===== src/rtl/rsm_pkg.sv =====
// Shared encodings for the Simple RISC Machine controller.
// Latency: n/a (constants and types only).
// Backpressure: n/a.
package rsm_pkg;

    // FSM state encoding, kept as plain constants so older code can compare raw bits.
    typedef logic [4:0] state_t;
    localparam state_t S_RST  = 5'd0;
    localparam state_t S_IF1  = 5'd1;
    localparam state_t S_IF2  = 5'd2;
    localparam state_t S_UPD  = 5'd3;
    localparam state_t S_DEC  = 5'd4;
    localparam state_t S_GETA = 5'd5;
    localparam state_t S_GETB = 5'd6;
    localparam state_t S_EXEC = 5'd7;
    localparam state_t S_WREG = 5'd8;
    localparam state_t S_WIMM = 5'd9;
    localparam state_t S_ADDR = 5'd10;
    localparam state_t S_LADR = 5'd11;
    localparam state_t S_MRD1 = 5'd12;
    localparam state_t S_MRD2 = 5'd13;
    localparam state_t S_GETD = 5'd14;
    localparam state_t S_PASS = 5'd15;
    localparam state_t S_MWR  = 5'd16;
    localparam state_t S_HALT = 5'd17;

    // Opcode field IR[15:13]
    localparam logic [2:0] OPC_LDR  = 3'b011;
    localparam logic [2:0] OPC_STR  = 3'b100;
    localparam logic [2:0] OPC_ALU  = 3'b101;
    localparam logic [2:0] OPC_MOV  = 3'b110;
    localparam logic [2:0] OPC_HALT = 3'b111;

    // op field IR[12:11]
    localparam logic [1:0] OP_MOVR = 2'b00;
    localparam logic [1:0] OP_MOVI = 2'b10;
    localparam logic [1:0] OP_ADD  = 2'b00;
    localparam logic [1:0] OP_CMP  = 2'b01;
    localparam logic [1:0] OP_AND  = 2'b10;
    localparam logic [1:0] OP_MVN  = 2'b11;
    localparam logic [1:0] OP_MEM  = 2'b00;

    // RAM commands
    localparam logic [1:0] MEM_NONE  = 2'b00;
    localparam logic [1:0] MEM_READ  = 2'b01;
    localparam logic [1:0] MEM_WRITE = 2'b10;

    // One-hot writeback select
    localparam logic [3:0] VSEL_NONE  = 4'b0000;
    localparam logic [3:0] VSEL_MDATA = 4'b0001;
    localparam logic [3:0] VSEL_IMM   = 4'b0010;
    localparam logic [3:0] VSEL_PC    = 4'b0100;
    localparam logic [3:0] VSEL_C     = 4'b1000;

    // Instruction class; ADD and AND share a path, differing only in ALUop.
    typedef enum logic [3:0] {
        IC_NOP  = 4'd0,
        IC_MOVI = 4'd1,
        IC_MOVR = 4'd2,
        IC_ALU  = 4'd3,
        IC_CMP  = 4'd4,
        IC_MVN  = 4'd5,
        IC_LDR  = 4'd6,
        IC_STR  = 4'd7,
        IC_HALT = 4'd8
    } instr_class_t;

endpackage


===== src/rtl/rsm_instr_decoder.sv =====
// Splits the instruction register into fields, immediates and an instruction class.
// Latency: combinational.
// Backpressure: none.
// Ports: ir in; op/rn/rd/sh/rm fields, sximm8/sximm5 sign-extended immediates, iclass out.
module rsm_instr_decoder
    import rsm_pkg::*;
(
    input  logic [15:0]   ir,
    output logic [1:0]    op,
    output logic [2:0]    rn,
    output logic [2:0]    rd,
    output logic [1:0]    sh,
    output logic [2:0]    rm,
    output logic [15:0]   sximm8,
    output logic [15:0]   sximm5,
    output instr_class_t  iclass
);

    assign op     = ir[12:11];
    assign rn     = ir[10:8];
    assign rd     = ir[7:5];
    assign sh     = ir[4:3];
    assign rm     = ir[2:0];
    assign sximm8 = {{8{ir[7]}}, ir[7:0]};
    assign sximm5 = {{11{ir[4]}}, ir[4:0]};

    // Unrecognised encodings fall through to NOP.
    always_comb begin
        iclass = IC_NOP;
        case (ir[15:13])
            OPC_MOV: begin
                if (op == OP_MOVI)      iclass = IC_MOVI;
                else if (op == OP_MOVR) iclass = IC_MOVR;
            end
            OPC_ALU: begin
                case (op)
                    OP_ADD, OP_AND: iclass = IC_ALU;
                    OP_CMP:         iclass = IC_CMP;
                    default:        iclass = IC_MVN;
                endcase
            end
            OPC_LDR:  if (op == OP_MEM) iclass = IC_LDR;
            OPC_STR:  if (op == OP_MEM) iclass = IC_STR;
            OPC_HALT: iclass = IC_HALT;
            default:  iclass = IC_NOP;
        endcase
    end

endmodule


===== src/rtl/rsm_controller.sv =====
// Multi-cycle Moore controller for the Simple RISC Machine: fetch, decode, datapath and RAM sequencing.
// Latency: 5-10 cycles per instruction (MOVi 5, MOVr/MVN/CMP 7, ADD/AND 8, LDR 9, STR 10).
// Backpressure: none; the RAM has fixed one-cycle read latency, so the FSM never stalls.
// Ports: clk/reset; mem_rdata, datapath_out in; mem_cmd/mem_addr/mem_wdata to RAM;
//        PC, register-file, load strobes, selects, ALU/shift controls, immediates to datapath; halted status.
module rsm_controller
    import rsm_pkg::*;
#(
    parameter int              PC_W     = 8,
    parameter logic [PC_W-1:0] PC_RESET = '0
)(
    input  logic            clk,
    input  logic            reset,
    input  logic [15:0]     mem_rdata,
    input  logic [15:0]     datapath_out,
    output logic [1:0]      mem_cmd,
    output logic [PC_W-1:0] mem_addr,
    output logic [15:0]     mem_wdata,
    output logic [PC_W-1:0] PC,
    output logic [2:0]      readnum,
    output logic [2:0]      writenum,
    output logic            write,
    output logic            loada,
    output logic            loadb,
    output logic            loadc,
    output logic            loads,
    output logic            asel,
    output logic            bsel,
    output logic            sximmsel,
    output logic [3:0]      vsel,
    output logic [1:0]      shift,
    output logic [1:0]      ALUop,
    output logic [15:0]     sximm8,
    output logic [15:0]     sximm5,
    output logic            halted
);

    state_t          state, state_nxt;
    logic [15:0]     ir;
    logic [PC_W-1:0] dat_addr;
    logic            addr_sel;

    logic [1:0]      op, sh;
    logic [2:0]      rn, rd, rm;
    instr_class_t    iclass;

    rsm_instr_decoder u_dec (
        .ir     (ir),
        .op     (op),
        .rn     (rn),
        .rd     (rd),
        .sh     (sh),
        .rm     (rm),
        .sximm8 (sximm8),
        .sximm5 (sximm5),
        .iclass (iclass)
    );

    // Only the low PC_W bits of C form a RAM address.
    generate
        if (PC_W < 16) begin : g_dp_hi
            logic unused_dp_hi;
            assign unused_dp_hi = ^datapath_out[15:PC_W];
        end
    endgenerate

    always_ff @(posedge clk or posedge reset) begin
        if (reset) begin
            state    <= S_RST;
            PC       <= PC_RESET;
            ir       <= '0;
            dat_addr <= '0;
        end else begin
            state <= state_nxt;
            if (state == S_IF2)  ir       <= mem_rdata;
            if (state == S_UPD)  PC       <= PC + PC_W'(1);
            if (state == S_LADR) dat_addr <= datapath_out[PC_W-1:0];
        end
    end

    // IR only changes in IF2, so iclass is stable for the rest of the instruction.
    always_comb begin
        state_nxt = state;
        case (state)
            S_RST:  state_nxt = S_IF1;
            S_IF1:  state_nxt = S_IF2;
            S_IF2:  state_nxt = S_UPD;
            S_UPD:  state_nxt = S_DEC;
            S_DEC: begin
                case (iclass)
                    IC_MOVI:                        state_nxt = S_WIMM;
                    IC_MOVR, IC_MVN:                state_nxt = S_GETB;
                    IC_ALU, IC_CMP, IC_LDR, IC_STR: state_nxt = S_GETA;
                    IC_HALT:                        state_nxt = S_HALT;
                    default:                        state_nxt = S_IF1;
                endcase
            end
            S_GETA: state_nxt = (iclass == IC_LDR || iclass == IC_STR) ? S_ADDR : S_GETB;
            S_GETB: state_nxt = S_EXEC;
            S_EXEC: state_nxt = (iclass == IC_CMP) ? S_IF1 : S_WREG;
            S_WREG: state_nxt = S_IF1;
            S_WIMM: state_nxt = S_IF1;
            S_ADDR: state_nxt = S_LADR;
            S_LADR: state_nxt = (iclass == IC_LDR) ? S_MRD1 : S_GETD;
            S_MRD1: state_nxt = S_MRD2;
            S_MRD2: state_nxt = S_IF1;
            S_GETD: state_nxt = S_PASS;
            S_PASS: state_nxt = S_MWR;
            S_MWR:  state_nxt = S_IF1;
            S_HALT: state_nxt = S_HALT;
            default: state_nxt = S_RST;
        endcase
    end

    always_comb begin
        mem_cmd  = MEM_NONE;
        addr_sel = 1'b1;
        readnum  = 3'd0;
        writenum = 3'd0;
        write    = 1'b0;
        loada    = 1'b0;
        loadb    = 1'b0;
        loadc    = 1'b0;
        loads    = 1'b0;
        asel     = 1'b0;
        bsel     = 1'b0;
        sximmsel = 1'b0;
        vsel     = VSEL_NONE;
        shift    = 2'b00;
        ALUop    = 2'b00;
        halted   = 1'b0;
        case (state)
            S_IF1, S_IF2: mem_cmd = MEM_READ;
            S_GETA: begin
                readnum = rn;
                loada   = 1'b1;
            end
            S_GETB: begin
                readnum = rm;
                loadb   = 1'b1;
            end
            S_EXEC: begin
                shift = sh;
                // MOVr and MVN only use B; zeroing A lets MOVr pass B through the adder.
                asel  = (iclass == IC_MOVR || iclass == IC_MVN);
                ALUop = (iclass == IC_MOVR) ? 2'b00 : op;
                loads = (iclass == IC_CMP);
                loadc = (iclass != IC_CMP);
            end
            S_WREG: begin
                vsel     = VSEL_C;
                writenum = rd;
                write    = 1'b1;
            end
            S_WIMM: begin
                vsel     = VSEL_IMM;
                writenum = rn;
                write    = 1'b1;
            end
            S_ADDR: begin
                bsel  = 1'b1;
                loadc = 1'b1;
            end
            S_MRD1: begin
                addr_sel = 1'b0;
                mem_cmd  = MEM_READ;
            end
            S_MRD2: begin
                addr_sel = 1'b0;
                mem_cmd  = MEM_READ;
                vsel     = VSEL_MDATA;
                writenum = rd;
                write    = 1'b1;
            end
            S_GETD: begin
                readnum = rd;
                loadb   = 1'b1;
            end
            S_PASS: begin
                asel  = 1'b1;
                loadc = 1'b1;
            end
            S_MWR: begin
                addr_sel = 1'b0;
                mem_cmd  = MEM_WRITE;
            end
            S_HALT: halted = 1'b1;
            default: ;
        endcase
    end

    assign mem_addr  = addr_sel ? PC : dat_addr;
    assign mem_wdata = datapath_out;

endmodule


===== config.mk =====
export PLATFORM = sky130hd
export DESIGN_NAME = rsm_controller
export DESIGN_NICKNAME = d
export VERILOG_FILES = /design/src/rtl/rsm_pkg.sv /design/src/rtl/rsm_instr_decoder.sv /design/src/rtl/rsm_controller.sv
export SDC_FILE = /design/constraint.sdc
export NUM_CORES = 1
export LEC_CHECK = 0
export ABC_CLOCK_PERIOD_IN_PS = 2400
export CAP_MARGIN = 20
export CORE_MARGIN = 3
export CORE_UTILIZATION = 30
export CTS_CLUSTER_SIZE = 12
export DETAILED_ROUTE_END_ITERATION = 12
export PLACE_DENSITY_LB_ADDON = 0.12
export SLEW_MARGIN = 10
export SYNTH_ARGS = -nofsm -noshare
export SYNTH_HDL_FRONTEND = slang
export SYNTH_HIERARCHICAL = 1
export SYNTH_SLANG_ARGS = --single-unit

===== constraint.sdc =====
create_clock -name clk -period 2.4 [get_ports clk]
set_input_delay 0.48 -clock clk [delete_from_list [all_inputs] [get_ports clk]]
set_output_delay 0.48 -clock clk [all_outputs]
set_load 0.03 [all_outputs]

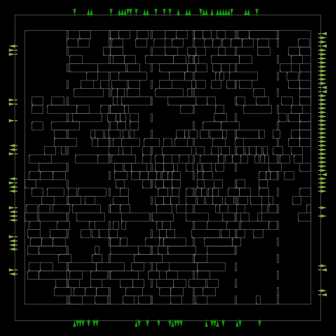
placement.png
final core occ: 47.4%
row count: 33
Seq area share: 23.4%
Tap Cells: 105
final non-filler cell total: 469

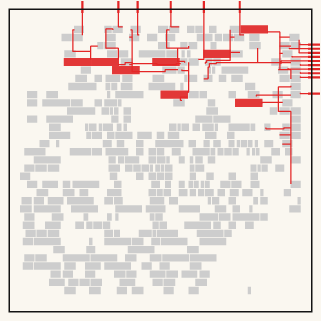
io_fan.png
(3 px per um)
Key: red = `sximm8` [bits 16, direction output, end cells 8, buffers 16, wire 414 um]

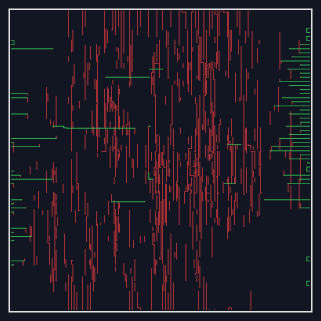
wires.png
(3 px per um) Only two layers are drawn.
Key: green = metal 3 [wire length 404 um]; red = metal 2 [wire length 3140 um]

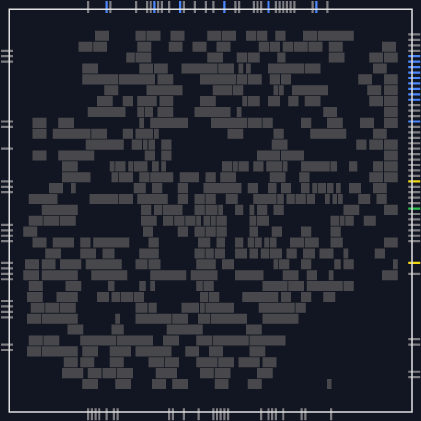
io_placement.png
(4 px per um) Pins as bars across the die edge, other pins in gray.
Key: yellow = `mem_cmd` [pins 2, direction output, edge right]; blue = `sximm8` [pins 16, direction output, edge 10 right, 6 top]; green = `bsel` [pins 1, direction output, edge right]

==> flow_summary.json <==
{
  "netlist_area_um2": 2670,
  "worst_path_dominant_cell_family": "simple AND/OR/NAND/NOR gates",
  "synth_cells": 270,
  "powerClk_mw": 0.408,
  "ys_types": 53,
  "clock_power_share_pct": 7.4,
  "signal_buffers": 159,
  "power_frac_comb_pct": 70.3,
  "cp-start-kind": "flip-flop",
  "crit_type": "reg2out",
  "synth.area.top_cells": "dfrtp_1 (35%), buf_4 (18%), mux2_2 (11%)",
  "mux_share_pct": 15.4,
  "grt-ovfl-total": 0,
  "synth-seq-cells": 37,
  "chipArea_um2": 10100,
  "maxCapViolations": 0,
  "place_inst": 440,
  "status": "finished, violations left",
  "cp.depth": 8,
  "multiInputCombCellCount": 159,
  "cts_made_buffers": 5,
  "cts_root_buffer": "clkbuf_8",
  "clkCellAreaFrac_pct": 1.85,
  "top_usage_layer": "met2",
  "failed_checks": "setup timing",
  "fmax_ghz": 0.381,
  "io_pins": 123,
  "clk_pin_slew_worst_paths_ps": 70,
  "num-clock-buffers": 5,
  "rr_endpoint": "state[1]",
  "antennaDiodeCount": 0,
  "comb-cell-share_pct": 33.3,
  "setup_violations": 11,
  "route.vias.total": 2184,
  "setup_slack_ps": -225,
  "grt_max_degree": 21,
  "grt_util_met2_pct": 21.0,
  "syn_to_final_growth_pct": 49.5,
  "swShare_pct": 45.9,
  "cp_cell_sequence": "buf_4, a21oi_1, o32ai_2, or3b_4, a21oi_2, nor2_2, nor3b_4, buf_12",
  "arrival_ps": 2140,
  "fp_util_pct": 31.7,
  "regToRegStartpoint": "ir[13]",
  "cts_sinks": 37,
  "first_pass_iters": 4,
  "comb_area_um2": 1330
}
